<file path="config.mk">
export PLATFORM = sky130hd
export DESIGN_NAME = fp_result_buffer_flat
export DESIGN_NICKNAME = d
export VERILOG_FILES = /design/src/rtl/fp_pkg.sv /design/src/rtl/fp_result_buffer_if.sv /design/src/rtl/fp_classify.sv /design/src/rtl/fp_result_buffer.sv /design/src/flat_wrapper.sv
export SDC_FILE = /design/constraint.sdc
export NUM_CORES = 1
export LEC_CHECK = 0
export CAP_MARGIN = 20
export CORE_MARGIN = 8
export CORE_UTILIZATION = 55
export DETAILED_ROUTE_END_ITERATION = 7
export PLACE_DENSITY = 0.86
export SLEW_MARGIN = 40
export SYNTH_ARGS = -nofsm -noshare
export SYNTH_HDL_FRONTEND = slang
export SYNTH_SLANG_ARGS = --single-unit
</file>
<file path="constraint.sdc">
create_clock -name clk -period 4.4 [get_ports clk]
set_clock_uncertainty 0.1 [all_clocks]
set_input_delay 0.88 -clock clk [delete_from_list [all_inputs] [get_ports clk]]
set_output_delay 0.88 -clock clk [all_outputs]
set_load 0.005 [all_outputs]
</file>
<file path="src/rtl/fp_pkg.sv">
// Shared IEEE 754 single-precision field constants, class codes and FIFO entry layout.
package fp_pkg;

  localparam int unsigned EXP_MSB  = 30;
  localparam int unsigned EXP_LSB  = 23;
  localparam int unsigned MAN_MSB  = 22;
  localparam int unsigned QNAN_BIT = 22;
  localparam int unsigned WORD_W   = 32;
  localparam logic [7:0]  EXP_MAX  = 8'hFF;
  localparam logic [31:0] CANON_QNAN = 32'h7FC0_0000;

  typedef enum logic [2:0] {
    CLS_ZERO = 3'd0,
    CLS_SUB  = 3'd1,
    CLS_NORM = 3'd2,
    CLS_INF  = 3'd3,
    CLS_QNAN = 3'd4,
    CLS_SNAN = 3'd5
  } fp_class_t;

  typedef struct packed {
    logic [WORD_W-1:0] result;
    fp_class_t         cls;
    logic              invalid;
  } fp_entry_t;

endpackage

</file>
<file path="src/rtl/fp_result_buffer_if.sv">
// Producer/consumer bus of the result buffer, including debug counters.
interface fp_result_buffer_if
  import fp_pkg::*;
#(
  parameter int unsigned DEPTH = 4,
  parameter int unsigned CNT_W = 16
) ();

  localparam int unsigned LVL_W = $clog2(DEPTH) + 1;

  logic              in_valid;
  logic              in_ready;
  logic [WORD_W-1:0] in_a;
  logic [WORD_W-1:0] in_b;
  logic [WORD_W-1:0] in_result;
  logic              out_valid;
  logic              out_ready;
  logic [WORD_W-1:0] out_result;
  fp_class_t         out_class;
  logic              out_invalid;
  logic [LVL_W-1:0]  level;
  logic              clr_counts;
  logic [CNT_W-1:0]  cnt_zero;
  logic [CNT_W-1:0]  cnt_inf;
  logic [CNT_W-1:0]  cnt_nan;
  logic [CNT_W-1:0]  cnt_invalid;

  // Producer, consumer and debug side (testbench / upstream logic)
  modport master (
    output in_valid, in_a, in_b, in_result, out_ready, clr_counts,
    input  in_ready, out_valid, out_result, out_class, out_invalid, level,
           cnt_zero, cnt_inf, cnt_nan, cnt_invalid
  );

  // Buffer side
  modport slave (
    input  in_valid, in_a, in_b, in_result, out_ready, clr_counts,
    output in_ready, out_valid, out_result, out_class, out_invalid, level,
           cnt_zero, cnt_inf, cnt_nan, cnt_invalid
  );

endinterface

</file>
<file path="src/rtl/fp_classify.sv">
// Combinational IEEE 754 single-precision class decoder.
module fp_classify
  import fp_pkg::*;
(
  input  logic [WORD_W-1:0] word_i,
  output fp_class_t         cls_o
);

  logic [7:0]       exp_w;
  logic [MAN_MSB:0] man_w;
  logic             unused_sign;

  assign exp_w       = word_i[EXP_MSB:EXP_LSB];
  assign man_w       = word_i[MAN_MSB:0];
  assign unused_sign = word_i[WORD_W-1];

  // Decode class from exponent/mantissa; sign does not affect the class
  always_comb begin
    cls_o = CLS_NORM;
    if (exp_w == 8'd0) begin
      cls_o = (man_w == '0) ? CLS_ZERO : CLS_SUB;
    end else if (exp_w == EXP_MAX) begin
      if (man_w == '0)         cls_o = CLS_INF;
      else if (man_w[QNAN_BIT]) cls_o = CLS_QNAN;
      else                     cls_o = CLS_SNAN;
    end
  end

endmodule

</file>
<file path="src/rtl/fp_result_buffer.sv">
// Capture FIFO for multiplier products with classification, invalid detection and event counters.
module fp_result_buffer
  import fp_pkg::*;
#(
  parameter int unsigned DEPTH = 4,
  parameter int unsigned CNT_W = 16
) (
  input logic               clk,
  input logic               rst,
  fp_result_buffer_if.slave bus
);

  localparam int unsigned PTR_W = $clog2(DEPTH);
  localparam int unsigned LVL_W = PTR_W + 1;

  fp_entry_t        mem_q [DEPTH];
  logic [PTR_W-1:0] wr_ptr_q, wr_ptr_d;
  logic [PTR_W-1:0] rd_ptr_q, rd_ptr_d;
  logic [LVL_W-1:0] level_q, level_d;
  logic [CNT_W-1:0] cnt_zero_q, cnt_zero_d;
  logic [CNT_W-1:0] cnt_inf_q, cnt_inf_d;
  logic [CNT_W-1:0] cnt_nan_q, cnt_nan_d;
  logic [CNT_W-1:0] cnt_inv_q, cnt_inv_d;

  fp_class_t res_cls, a_cls, b_cls;
  fp_entry_t wr_entry, head;
  logic      in_ready_c, out_valid_c, accept, pop, invalid_c;

  fp_classify u_cls_res (.word_i(bus.in_result), .cls_o(res_cls));
  fp_classify u_cls_a   (.word_i(bus.in_a),      .cls_o(a_cls));
  fp_classify u_cls_b   (.word_i(bus.in_b),      .cls_o(b_cls));

  function automatic logic [CNT_W-1:0] sat_inc(input logic [CNT_W-1:0] v);
    return (&v) ? v : v + CNT_W'(1);
  endfunction

  // Handshakes and invalid-operation detection from the operands
  always_comb begin
    in_ready_c  = (level_q != LVL_W'(DEPTH));
    out_valid_c = (level_q != LVL_W'(0));
    accept      = bus.in_valid && in_ready_c;
    pop         = out_valid_c && bus.out_ready;
    invalid_c   = (a_cls == CLS_INF  && b_cls == CLS_ZERO) ||
                  (a_cls == CLS_ZERO && b_cls == CLS_INF)  ||
                  (a_cls == CLS_SNAN) || (b_cls == CLS_SNAN);
    wr_entry    = '{result: bus.in_result, cls: res_cls, invalid: invalid_c};
    head        = mem_q[rd_ptr_q];
  end

  // Next-state for pointers, occupancy and saturating counters
  always_comb begin
    wr_ptr_d   = wr_ptr_q;
    rd_ptr_d   = rd_ptr_q;
    level_d    = level_q;
    cnt_zero_d = cnt_zero_q;
    cnt_inf_d  = cnt_inf_q;
    cnt_nan_d  = cnt_nan_q;
    cnt_inv_d  = cnt_inv_q;
    if (accept) wr_ptr_d = wr_ptr_q + PTR_W'(1);
    if (pop)    rd_ptr_d = rd_ptr_q + PTR_W'(1);
    if (accept && !pop)      level_d = level_q + LVL_W'(1);
    else if (pop && !accept) level_d = level_q - LVL_W'(1);
    if (bus.clr_counts) begin
      cnt_zero_d = '0;
      cnt_inf_d  = '0;
      cnt_nan_d  = '0;
      cnt_inv_d  = '0;
    end else if (accept) begin
      if (res_cls == CLS_ZERO) cnt_zero_d = sat_inc(cnt_zero_q);
      if (res_cls == CLS_INF)  cnt_inf_d  = sat_inc(cnt_inf_q);
      if (res_cls == CLS_QNAN || res_cls == CLS_SNAN) cnt_nan_d = sat_inc(cnt_nan_q);
      if (invalid_c)           cnt_inv_d  = sat_inc(cnt_inv_q);
    end
  end

  // Control state register; reset empties the buffer and clears counters
  always_ff @(posedge clk) begin
    if (rst) begin
      wr_ptr_q   <= '0;
      rd_ptr_q   <= '0;
      level_q    <= '0;
      cnt_zero_q <= '0;
      cnt_inf_q  <= '0;
      cnt_nan_q  <= '0;
      cnt_inv_q  <= '0;
    end else begin
      wr_ptr_q   <= wr_ptr_d;
      rd_ptr_q   <= rd_ptr_d;
      level_q    <= level_d;
      cnt_zero_q <= cnt_zero_d;
      cnt_inf_q  <= cnt_inf_d;
      cnt_nan_q  <= cnt_nan_d;
      cnt_inv_q  <= cnt_inv_d;
    end
  end

  // Entry storage; not reset, written only on a real accept
  always_ff @(posedge clk) begin
    if (!rst && accept) mem_q[wr_ptr_q] <= wr_entry;
  end

  assign bus.in_ready    = in_ready_c;
  assign bus.out_valid   = out_valid_c;
  assign bus.out_result  = out_valid_c ? head.result  : '0;
  assign bus.out_class   = out_valid_c ? head.cls     : CLS_ZERO;
  assign bus.out_invalid = out_valid_c ? head.invalid : 1'b0;
  assign bus.level       = level_q;
  assign bus.cnt_zero    = cnt_zero_q;
  assign bus.cnt_inf     = cnt_inf_q;
  assign bus.cnt_nan     = cnt_nan_q;
  assign bus.cnt_invalid = cnt_inv_q;

endmodule

</file>
<file path="src/flat_wrapper.sv">
// flat-port wrapper written by rule: the top's interface ports become plain ports
module fp_result_buffer_flat import fp_pkg::*;
#(
  parameter int unsigned DEPTH = 4,
  parameter int unsigned CNT_W = 16
)
  (clk, rst, bus_in_valid, bus_in_a, bus_in_b, bus_in_result, bus_out_ready, bus_clr_counts, bus_in_ready, bus_out_valid, bus_out_result, bus_out_class, bus_out_invalid, bus_level, bus_cnt_zero, bus_cnt_inf, bus_cnt_nan, bus_cnt_invalid);
  fp_result_buffer_if #(.DEPTH(DEPTH), .CNT_W(CNT_W)) bus_i ();
  input logic clk;
  input logic rst;
  input wire logic [$bits(bus_i.in_valid)-1:0] bus_in_valid;
  input wire logic [$bits(bus_i.in_a)-1:0] bus_in_a;
  input wire logic [$bits(bus_i.in_b)-1:0] bus_in_b;
  input wire logic [$bits(bus_i.in_result)-1:0] bus_in_result;
  input wire logic [$bits(bus_i.out_ready)-1:0] bus_out_ready;
  input wire logic [$bits(bus_i.clr_counts)-1:0] bus_clr_counts;
  output wire logic [$bits(bus_i.in_ready)-1:0] bus_in_ready;
  output wire logic [$bits(bus_i.out_valid)-1:0] bus_out_valid;
  output wire logic [$bits(bus_i.out_result)-1:0] bus_out_result;
  output wire logic [$bits(bus_i.out_class)-1:0] bus_out_class;
  output wire logic [$bits(bus_i.out_invalid)-1:0] bus_out_invalid;
  output wire logic [$bits(bus_i.level)-1:0] bus_level;
  output wire logic [$bits(bus_i.cnt_zero)-1:0] bus_cnt_zero;
  output wire logic [$bits(bus_i.cnt_inf)-1:0] bus_cnt_inf;
  output wire logic [$bits(bus_i.cnt_nan)-1:0] bus_cnt_nan;
  output wire logic [$bits(bus_i.cnt_invalid)-1:0] bus_cnt_invalid;
  assign bus_i.in_valid = bus_in_valid;
  assign bus_i.in_a = bus_in_a;
  assign bus_i.in_b = bus_in_b;
  assign bus_i.in_result = bus_in_result;
  assign bus_i.out_ready = bus_out_ready;
  assign bus_i.clr_counts = bus_clr_counts;
  assign bus_in_ready = bus_i.in_ready;
  assign bus_out_valid = bus_i.out_valid;
  assign bus_out_result = bus_i.out_result;
  assign bus_out_class = bus_i.out_class;
  assign bus_out_invalid = bus_i.out_invalid;
  assign bus_level = bus_i.level;
  assign bus_cnt_zero = bus_i.cnt_zero;
  assign bus_cnt_inf = bus_i.cnt_inf;
  assign bus_cnt_nan = bus_i.cnt_nan;
  assign bus_cnt_invalid = bus_i.cnt_invalid;
  fp_result_buffer #(.DEPTH(DEPTH), .CNT_W(CNT_W)) u_core (.clk(clk), .rst(rst), .bus(bus_i));
endmodule
</file>
==> Changelog: implementation, run 1 <==
## Flow update

* Status: completed
* Number of hold buffers added after CTS at 0
* Post-CTS Setup Bufs at 0
* First-pass GRT wire length at approximately 36000 µm
* CP Capture Type: output port
* Finished Layout Cells at approximately 1200
* Dominant cell area share at 0.466
* Delay of the slowest cell on the worst path at 0.63 ns
* CTS tree: yes
* Layout area overhead at 32.2%
* Final Hold Fails at 0
* # nets final at 1031
* ANT nets after route at 0
* Final min period at approximately 3.6 ns
* Startpoint types: flip-flop
* Iteration tally of the first detailed-router pass at 6
* Syn Inst Count at 708
* Cell count in the Yosys report at 708
* CP Class: flip-flop to output port
* FFs w/ async S/R, synth at 0
* Clock root buffer: clkbuf_16
* Synthesized area at 9270 µm²
* Antenna violations before repair at 0
* Pre-CTS WS at 0.602 ns
-- run 1: layout by cell type (no fill, tap or decap), types with 20 or more instances in the layout --
cell             synthesis  routed
or3_1                   28      27
o21ai_0                 20      20
a21oi_1                 32      32
clkbuf_16                0      23
edfxtp_1               144     144
and2_1                  46      42
nor4_1                  30      30
xor2_1                  20      20
nand4_1                 25      25
mux4_2                  36      36
nand3_1                 29      29
nor2_1                  48      48
nand2_1                 34      34
clkdlybuf4s50_1          0     203
dfxtp_1                 73      71
-- run 1: kinds of logic after synthesis --
| logic type | count (synthesis) | share of synthesized area |
|---|---|---|
| xor gates and xnor gates | 34 | 0.0321 |
| DFF | 217 | 0.624 |
| muxes | 40 | 0.0917 |
| and+or+nand+nor | 285 | 0.170 |
| buffers and inverters | 47 | 0.0204 |
| adders and majority gates | 10 | 0.0143 |
| AOI/OAI and AO/OA | 75 | 0.0476 |
-- run 1: per-stage QoR --
step           hold WS (ns)  cell area (µm²)  utilization
3_5_place_dp          0.383            11600        0.700
5_1_grt               0.433            12300        0.742
3_3_place_gp          0.375            11600        0.700
6_report              0.391            12300        0.742
2_1_floorplan         0.369             9270            -
4_1_cts               0.395            12300        0.742
-- run 1: flip-flops by register name, summed over array words and instances, names as in the netlist, named ones only --
| name | cells |
|---|---|
| u_core.bus.cnt_invalid | 16 |
| u_core.mem_q | 144 |
| u_core.wr_ptr_q | 2 |
| u_core.bus.level | 3 |
| u_core.bus.cnt_nan | 16 |
| u_core.bus.cnt_inf | 16 |
| u_core.rd_ptr_q | 2 |
| u_core.bus.cnt_zero | 16 |
-- run 1: layout make-up --
type / count / area, µm²
flip-flops and latches: 217 / 5790
clock inverters: 10 / 87.6
fillers: 1069 / 4270
clock buffers: 29 / 598
repair buffers: 216 / 2130
multi-input cells: 444 / 3310
well taps: 220 / 275
inverters: 19 / 71.3
-- run 1: power by group --
part / internal, mW / switching (mW)
clock: 1.02 / 0.748
combinational: 0.839 / 0.577
sequential: 2.28 / 0.0632
total: 4.14 / 1.39
-- run 1: worst paths after layout --
path | from | endpoint | slack (ns) | cells past startpoint
setup / recovery | flip-flop | bus_out_result[3] | 0.77 | 4
hold / removal | u_core.bus.cnt_inf[1] | u_core.bus.cnt_inf[1] | 0.39 | 2
setup reg to reg | u_core.bus.level[0] | u_core.bus.level[2] | 1.64 | 8
hold reg to reg | u_core.bus.cnt_inf[1] | u_core.bus.cnt_inf[1] | 0.39 | 2
-- run 1: per-layer routing --
layer  GRT usage  wire length (µm)  up-vias
met5           0                 0        -
met4      0.0619               480        0
met3      0.0569              1700       34
met2       0.362             11300      244
met1       0.253              9310     3296
li1            -                 -     3132
-- run 1: critical path: cells and delay by family, from the launching register on --
kind	cells	cell delay (ns)
buffers and inverters	2	0.99
multiplexers	1	0.63
flip-flops	1	0.31
AND/OR/NAND/NOR	1	0.19
run_1/registers.png
Drawn at 3 px/µm. Other sequential cells in the stronger gray, the rest of the logic in the fainter gray.
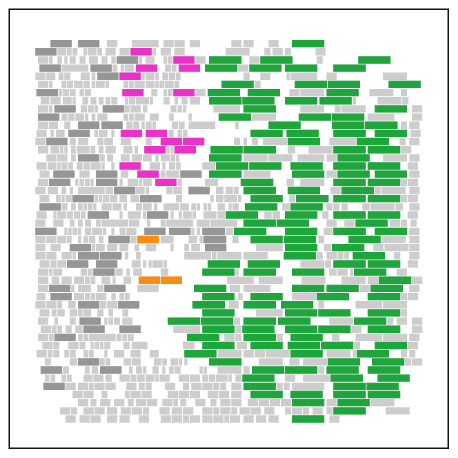
[magenta] u_core.bus.cnt_inf | placed flops: 16
[orange] u_core.bus.level | placed flops: 3
[green] u_core.mem_q | placed flops: 144
not colored: 54

run_1/zoom.png
Window x 97 to 122, y 97 to 122 µm. Cells in gray, sequential cells in the stronger gray; small squares are vias.
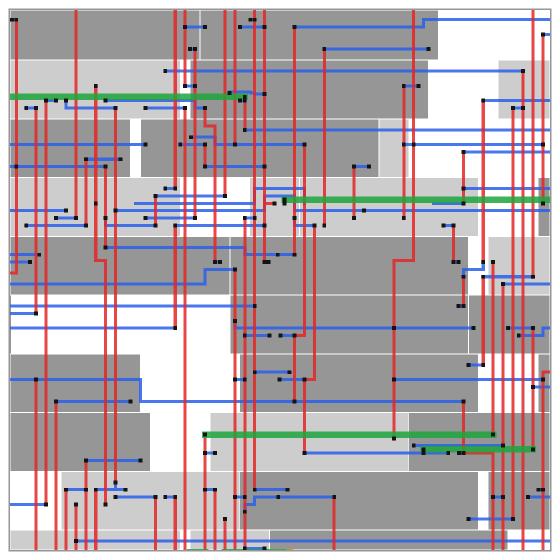
[blue] met1
[green] met3
[orange] met4
[red] met2
cells with their middle in the window: 20
sequential cells in the window: 13
most frequent: edfxtp_1 (13), mux4_2 (4)
netlist names of flops here include: u_core.mem_q (13)

run_1/met1.png
Drawn at 2 px/µm.
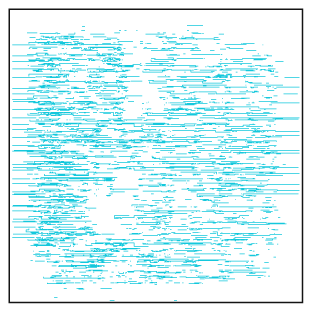
wire length on this layer: 9310 µm
main direction: horizontal
longest straight run: 44.2 µm
nets with wire on the layer: 950

run_1/final_congestion.png
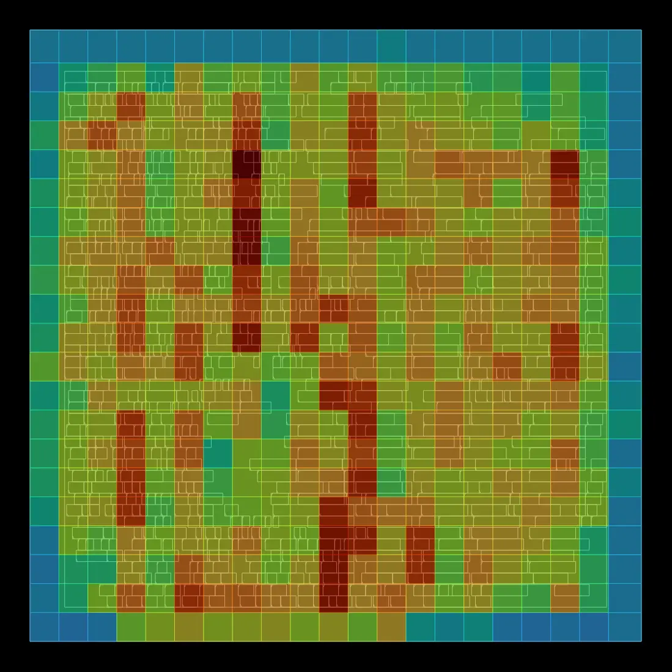

## Run 2: what changed since run 1
--- a/config.mk
+++ b/config.mk
@@ -7,9 +7,9 @@
 export LEC_CHECK = 0
 export CAP_MARGIN = 20
 export CORE_MARGIN = 8
-export CORE_UTILIZATION = 55
+export CORE_UTILIZATION = 46
 export DETAILED_ROUTE_END_ITERATION = 7
-export PLACE_DENSITY = 0.86
+export PLACE_DENSITY = 0.77
 export SLEW_MARGIN = 40
 export SYNTH_ARGS = -nofsm -noshare
 export SYNTH_HDL_FRONTEND = slang
==> constraint.sdc (replaced) <==
create_clock -name clk -period 3.2 [get_ports clk]
set_clock_uncertainty 0.1 [all_clocks]
set_input_delay 0.64 -clock clk [delete_from_list [all_inputs] [get_ports clk]]
set_output_delay 0.64 -clock clk [all_outputs]
set_load 0.005 [all_outputs]
run_2/final_congestion.png
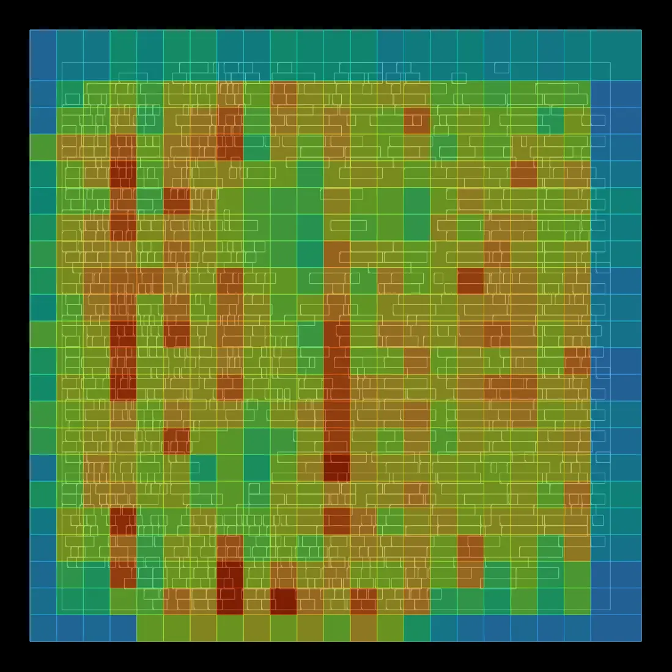
GR Util met1: 0.231
final core occ: 0.630
GR Util met3: 0.0489
Wirelength per Cell: 18.2 µm
Total GRT Usage: 0.181

run_2/met1.png
Drawn at 2 px/µm.
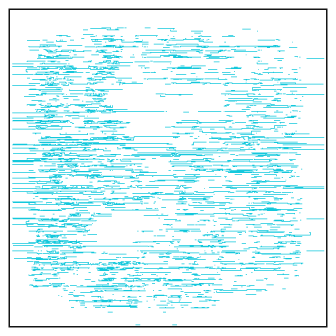
nets with wire on the layer: 955
longest straight run: 37.7 µm
main direction: horizontal
total number of vias: 6664
total wire length: 22400 µm

==> run 2 against run 1 <==
Effect of this change: global-route usage shrank 2.9 points; first-iteration DRC count fell by 4.3%; power grew 40%; die size grew 17%; final area is 3.0% higher; critical path depth did not move; via count decreased by 0.63%; wire length decreased by 1.5%; combinational power rose by 44%; count of clock-buffer cells in the layout shrank 1; non-clock buffer count grew 26; largest power group unchanged.
==> Changelog: implementation, run 2 <==
## Flow update

* Delay of the slowest cell on the worst path at 0.55 ns
* Status: completed
* Wire length on met2 at ~11000 µm
* MUX share of area at 0.0917
* Simple-Gate Fraction of Synth Area at 0.170
* ANT nets after route at 0
* Dominant logic cell types in the final layout: clkdlybuf4s50_1 (203), edfxtp_1 (144), dfxtp_1 (71)
* # nets final at between 1000 and 1500
* CP Capture Type: output port
* Adder Area Share at 0.0143
* CP top delay family: buffers and inverters
* Final Hold Fails at 0
* Switching pwr at 1.91 mW
* Antenna violations before repair at 1
* First-pass GRT wire length at 35800 µm
* Reg-to-reg slack, setup at 0.82 ns
* Reg power frac at 0.413
* Fillers at 1570
* DR top layer: met5
* Most flop-heavy register: u_core.mem_q
* Startpoint types: flip-flop
* Number of hold buffers added after CTS at 0
* Finished Layout Cells at 1232
* Clock Power Share at 0.323
* Most frequent logic cell in the layout: clkdlybuf4s50_1
* Layout area overhead at 36.2%
* CTS tree: yes
* Met3 WL at 1860 µm
* Syn Inst Count at 708
* Clock root buffer: clkbuf_16
* Max FFs per register at 144
* Final min period at slightly above 3 ns
* Combinational share of power at 0.264
* Post-Route M1 WL at 9640 µm
run_2/registers.png
Drawn at 3 px/µm. Other sequential cells in the stronger gray, the rest of the logic in the fainter gray.
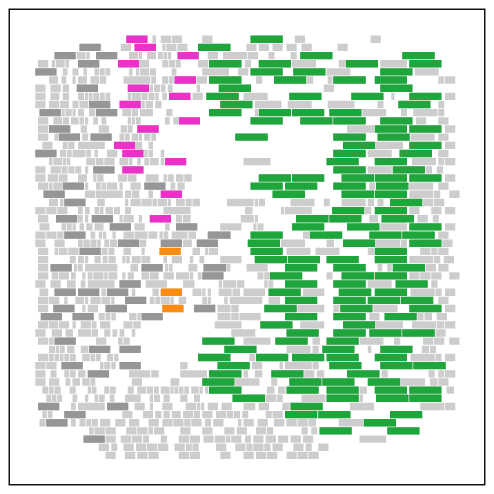
[green] u_core.mem_q | placed flops: 144
[magenta] u_core.bus.cnt_inf | placed flops: 16
[orange] u_core.bus.level | placed flops: 3
sequential cell area: 5790 µm²
flop share of the area: 0.458
P_seq: 3.19 mW

run 2: routing by layer:
metal,up-vias,GRT usage
met5,-,0
met1,3220,0.231
met3,30,0.0489
li1,3210,-
met2,202,0.304
met4,2,0.0368
run 2: worst paths after layout:
check | from | endpoint | cells past startpoint
min reg2reg | u_core.wr_ptr_q[1] | u_core.wr_ptr_q[1] | 2
max | flip-flop | bus_out_class[1] | 4
max reg2reg | u_core.bus.level[1] | u_core.bus.level[2] | 8
min | u_core.wr_ptr_q[1] | u_core.wr_ptr_q[1] | 2
run 2: power by group through the flow:
stage / Combinational (mW) / Clock (mW) / Sequential, mW
after global routing: 2.23 / 2.69 / 3.21
after global placement: 2.04 / 0 / 3.25
after detailed placement: 2.07 / 0 / 3.26
after floorplan: 0.953 / 0 / 3.24
final: 2.04 / 2.50 / 3.19
after CTS: 2.08 / 2.58 / 3.20
run 2: final cells by class:
class,count,share of cell area
inverters,19,0.00565
clock inverters,12,0.00872
multi-input cells,444,0.262
well taps,270,0.0268
clock buffers,28,0.0471
repair buffers,242,0.191
flip-flops and latches,217,0.458
run 2: repair_timing:
action,CTS,global route
resized,1,1
setup buffers,0,0
setup endpoints to repair,5,4
run 2: logic make-up after synthesis:
| family | after synthesis |
|---|---|
| and+or+nand+nor | 285 |
| DFF | 217 |
| buffers and inverters | 47 |
| adders and majority gates | 10 |
| xor gates and xnor gates | 34 |
| muxes | 40 |
| AOI/OAI and AO/OA | 75 |
run 2: stage by stage:
step	hold slack, ns	power [mW]	area [µm²]
after floorplan	0.369	4.19	9270
after CTS	0.402	7.86	12600
after global routing	0.426	8.12	12600
final	0.393	7.74	12600
after global placement	0.379	5.29	11900
after detailed placement	0.394	5.32	11900
run 2: worst register-to-register path, cell delays in order (launching register included):
cell	delay (ns)
dfxtp_1	0.37
or3_4	0.45
nand2_1	0.12
ha_1	0.20
inv_1	0.06
fa_1	0.37
xor2_1	0.18
or3_1	0.31
a21oi_1	0.14
run_2/zoom.png
Window x 106 to 131, y 106 to 131 µm. Cells in gray, sequential cells in the stronger gray; small squares are vias.
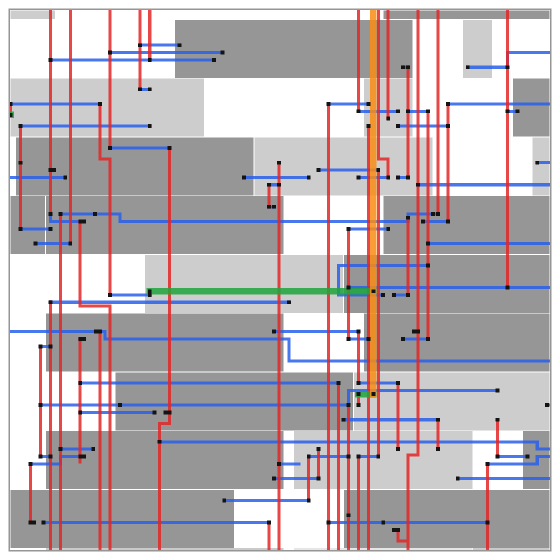

## Run 3: what changed since run 2
--- a/config.mk
+++ b/config.mk
@@ -10,6 +10,7 @@
 export CORE_UTILIZATION = 46
 export DETAILED_ROUTE_END_ITERATION = 7
 export PLACE_DENSITY = 0.77
+export REMOVE_ABC_BUFFERS = 1
 export SLEW_MARGIN = 40
 export SYNTH_ARGS = -nofsm -noshare
 export SYNTH_HDL_FRONTEND = slang
run_3/zoom.png
Window x 106 to 131, y 106 to 131 µm. Cells in gray, sequential cells in the stronger gray; small squares are vias.
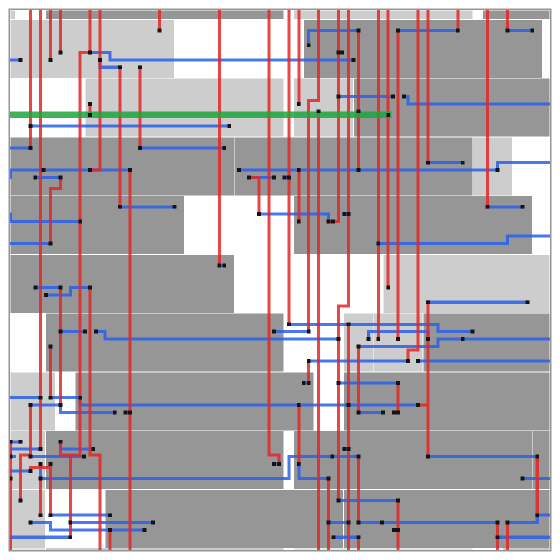
[red] met2
[green] met3
[blue] met1
netlist names of flops here include: u_core.mem_q (15)
cells with their middle in the window: 25
sequential cells in the window: 15
most frequent: edfxtp_1 (15), clkbuf_16 (2), buf_4 (2)

run_3/registers.png
Drawn at 3 px/µm. Other sequential cells in the stronger gray, the rest of the logic in the fainter gray.
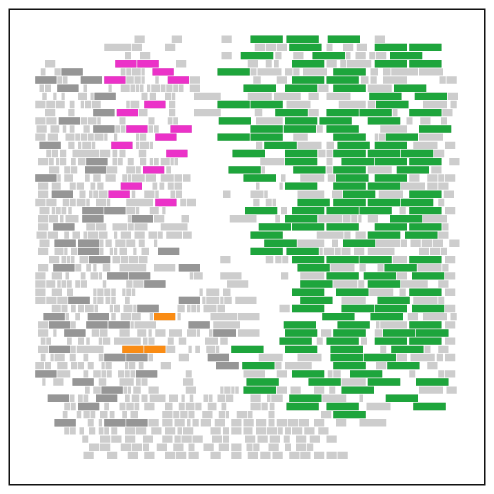
[orange] u_core.bus.level | placed flops: 3
[magenta] u_core.bus.cnt_inf | placed flops: 16
[green] u_core.mem_q | placed flops: 144
not colored: 54
P_seq: 3.20 mW
flop share of the area: 0.457
final core occ: 0.632

==> run 3 against run 2 <==
Effect of this change: worst setup slack lost 0.00089 ns; flip-flop count is the same; global-route usage is essentially flat; combinational power is essentially flat; worst hold slack is essentially flat; via count shrank 0.98%; critical path type unchanged.
==> Changelog: implementation, run 3 <==
## Flow update

* Status: completed
* Post-Route M1 WL at 9520 µm
* Final Hold Fails at 0
* Wirelength per Cell at 18.3 µm
* Number of hold buffers added after CTS at 0
* Std-Cell Rows at 52
* CTS tree: yes
* Reg power frac at 0.411
* CP Capture Type: output port
* Max FFs per register at about 140
* Total number of vias at roughly 6600
* Critical path capture point: bus_out_result[26]
* R2R Path Start: u_core.bus.level[0]
* Clock Power Share at 0.331
* Sequential cell area at 5790 µm²
* Reg-to-reg slack, setup at 0.66 ns
* Total wire length at 22600 µm
* Layout area overhead at 36.6%
* R2R Path End: u_core.bus.level[2]
* DR top layer: met5
* Dominant logic cell types in the final layout: clkdlybuf4s50_1 (203), edfxtp_1 (144), dfxtp_1 (71)
* Total GRT Usage at 0.180
* Dominant register cell: edfxtp_1
* Most flop-heavy register: u_core.mem_q
* Pint at approximately 5.9 mW
* Switching pwr at 1.93 mW
* R2R depth at 9
* Final min period at 3.08 ns
* First-pass GRT wire length at roughly 36000 µm
* Sw Ratio at 0.248
* Log Warnings at 30
* Delay of the slowest cell on the worst path at 0.55 ns
* Post-CTS sizing at 0
* Power, Total at between 7 and 8 mW
* Late-Pin Clk Latency at between 0.5 and 0.6 ns
* Startpoint types: flip-flop
* Iteration tally of the first detailed-router pass at 4
* Syn Inst Count at just over 700
* Logic area at approximately 3300 µm²
* Post-CTS Setup Bufs at 0
* FFs w/ async S/R, synth at 0
* Clock root buffer: clkbuf_16
* CP Class: flip-flop to output port
* Synthesized area at approximately 9300 µm²
* Cell count in the Yosys report at 708
* Dominant cell area share at 0.466
* # nets final at 1060
* Combinational share of power at 0.259
* Min Hold Slack at slightly below 0.4 ns
run_3/gate_families.png
Drawn at 2 px/µm.
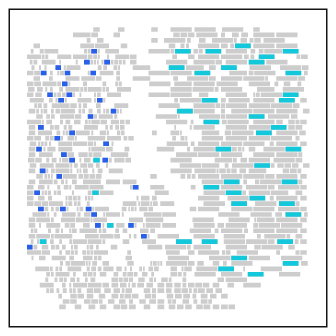
[cyan] multiplexers | cells: 40
[blue] XOR/XNOR gates | cells: 34
logic share of the area: 0.261
Finished Layout Cells: 1235
most frequent logic cell in the layout: clkdlybuf4s50_1

-- run 3: layout make-up --
class / instances / area share
multi-input cells: 444 / 0.261
clock buffers: 35 / 0.0555
flip-flops and latches: 217 / 0.457
inverters: 19 / 0.00563
clock inverters: 6 / 0.00356
well taps: 270 / 0.0267
repair buffers: 244 / 0.191
-- run 3: kinds of logic (layout without fill, tap and decap cells) --
family	Yosys count	in the layout	share of synthesized area
simple gates	285	285	0.170
flops	217	217	0.624
compound gates	75	75	0.0476
buf+inv	47	304	0.0204
mux	40	40	0.0917
xor+xnor	34	34	0.0321
fa+ha+maj	10	10	0.0143
-- run 3: worst min-delay path by stage --
| stage | from | endpoint | slack, ns | cells after the start |
|---|---|---|---|---|
| after floorplan | u_core.wr_ptr_q[1] | u_core.wr_ptr_q[1] | 0.36 | 2 |
| after global placement | u_core.bus.cnt_zero[1] | u_core.bus.cnt_zero[1] | 0.38 | 2 |
| after global routing | u_core.wr_ptr_q[1] | u_core.wr_ptr_q[1] | 0.43 | 2 |
| after CTS | u_core.bus.cnt_inf[1] | u_core.bus.cnt_inf[1] | 0.40 | 2 |
| after detailed placement | u_core.bus.cnt_inf[1] | u_core.bus.cnt_inf[1] | 0.39 | 2 |
| final | u_core.bus.cnt_inf[1] | u_core.bus.cnt_inf[1] | 0.39 | 2 |
-- run 3: worst max-delay path: cells and delay by family (launching register included) --
| family | cells | cell delay (ns) |
|---|---|---|
| multiplexers | 1 | 0.55 |
| AND/OR/NAND/NOR | 1 | 0.19 |
| buffers and inverters | 2 | 0.74 |
| flip-flops | 1 | 0.34 |
-- run 3: metal layers --
metal | global-route usage | vias to the layer above
li1 | - | 3193
met1 | 0.223 | 3212
met2 | 0.314 | 169
met3 | 0.0489 | 23
met4 | 0.0332 | 2
met5 | 0 | -
-- run 3: power groups by stage --
stage | Sequential (mW) | Combinational [mW] | Clock [mW]
final | 3.20 | 2.02 | 2.57
after global routing | 3.21 | 2.20 | 2.75
after CTS | 3.20 | 2.07 | 2.64
after detailed placement | 3.26 | 2.06 | 0
after global placement | 3.25 | 2.02 | 0
after floorplan | 3.34 | 0.814 | 0
-- run 3: metrics by stage --
stage / instances / setup WS (ns) / instance area [µm²]
after floorplan: 680 / 0.0469 / 9160
after global placement: 1194 / 0.100 / 11900
after detailed placement: 1194 / 0.0163 / 11900
after CTS: 1235 / 0.0787 / 12700
after global routing: 1235 / 0.0136 / 12700
final: 1235 / 0.119 / 12700
Power is estimated from default activity; no workload was simulated.
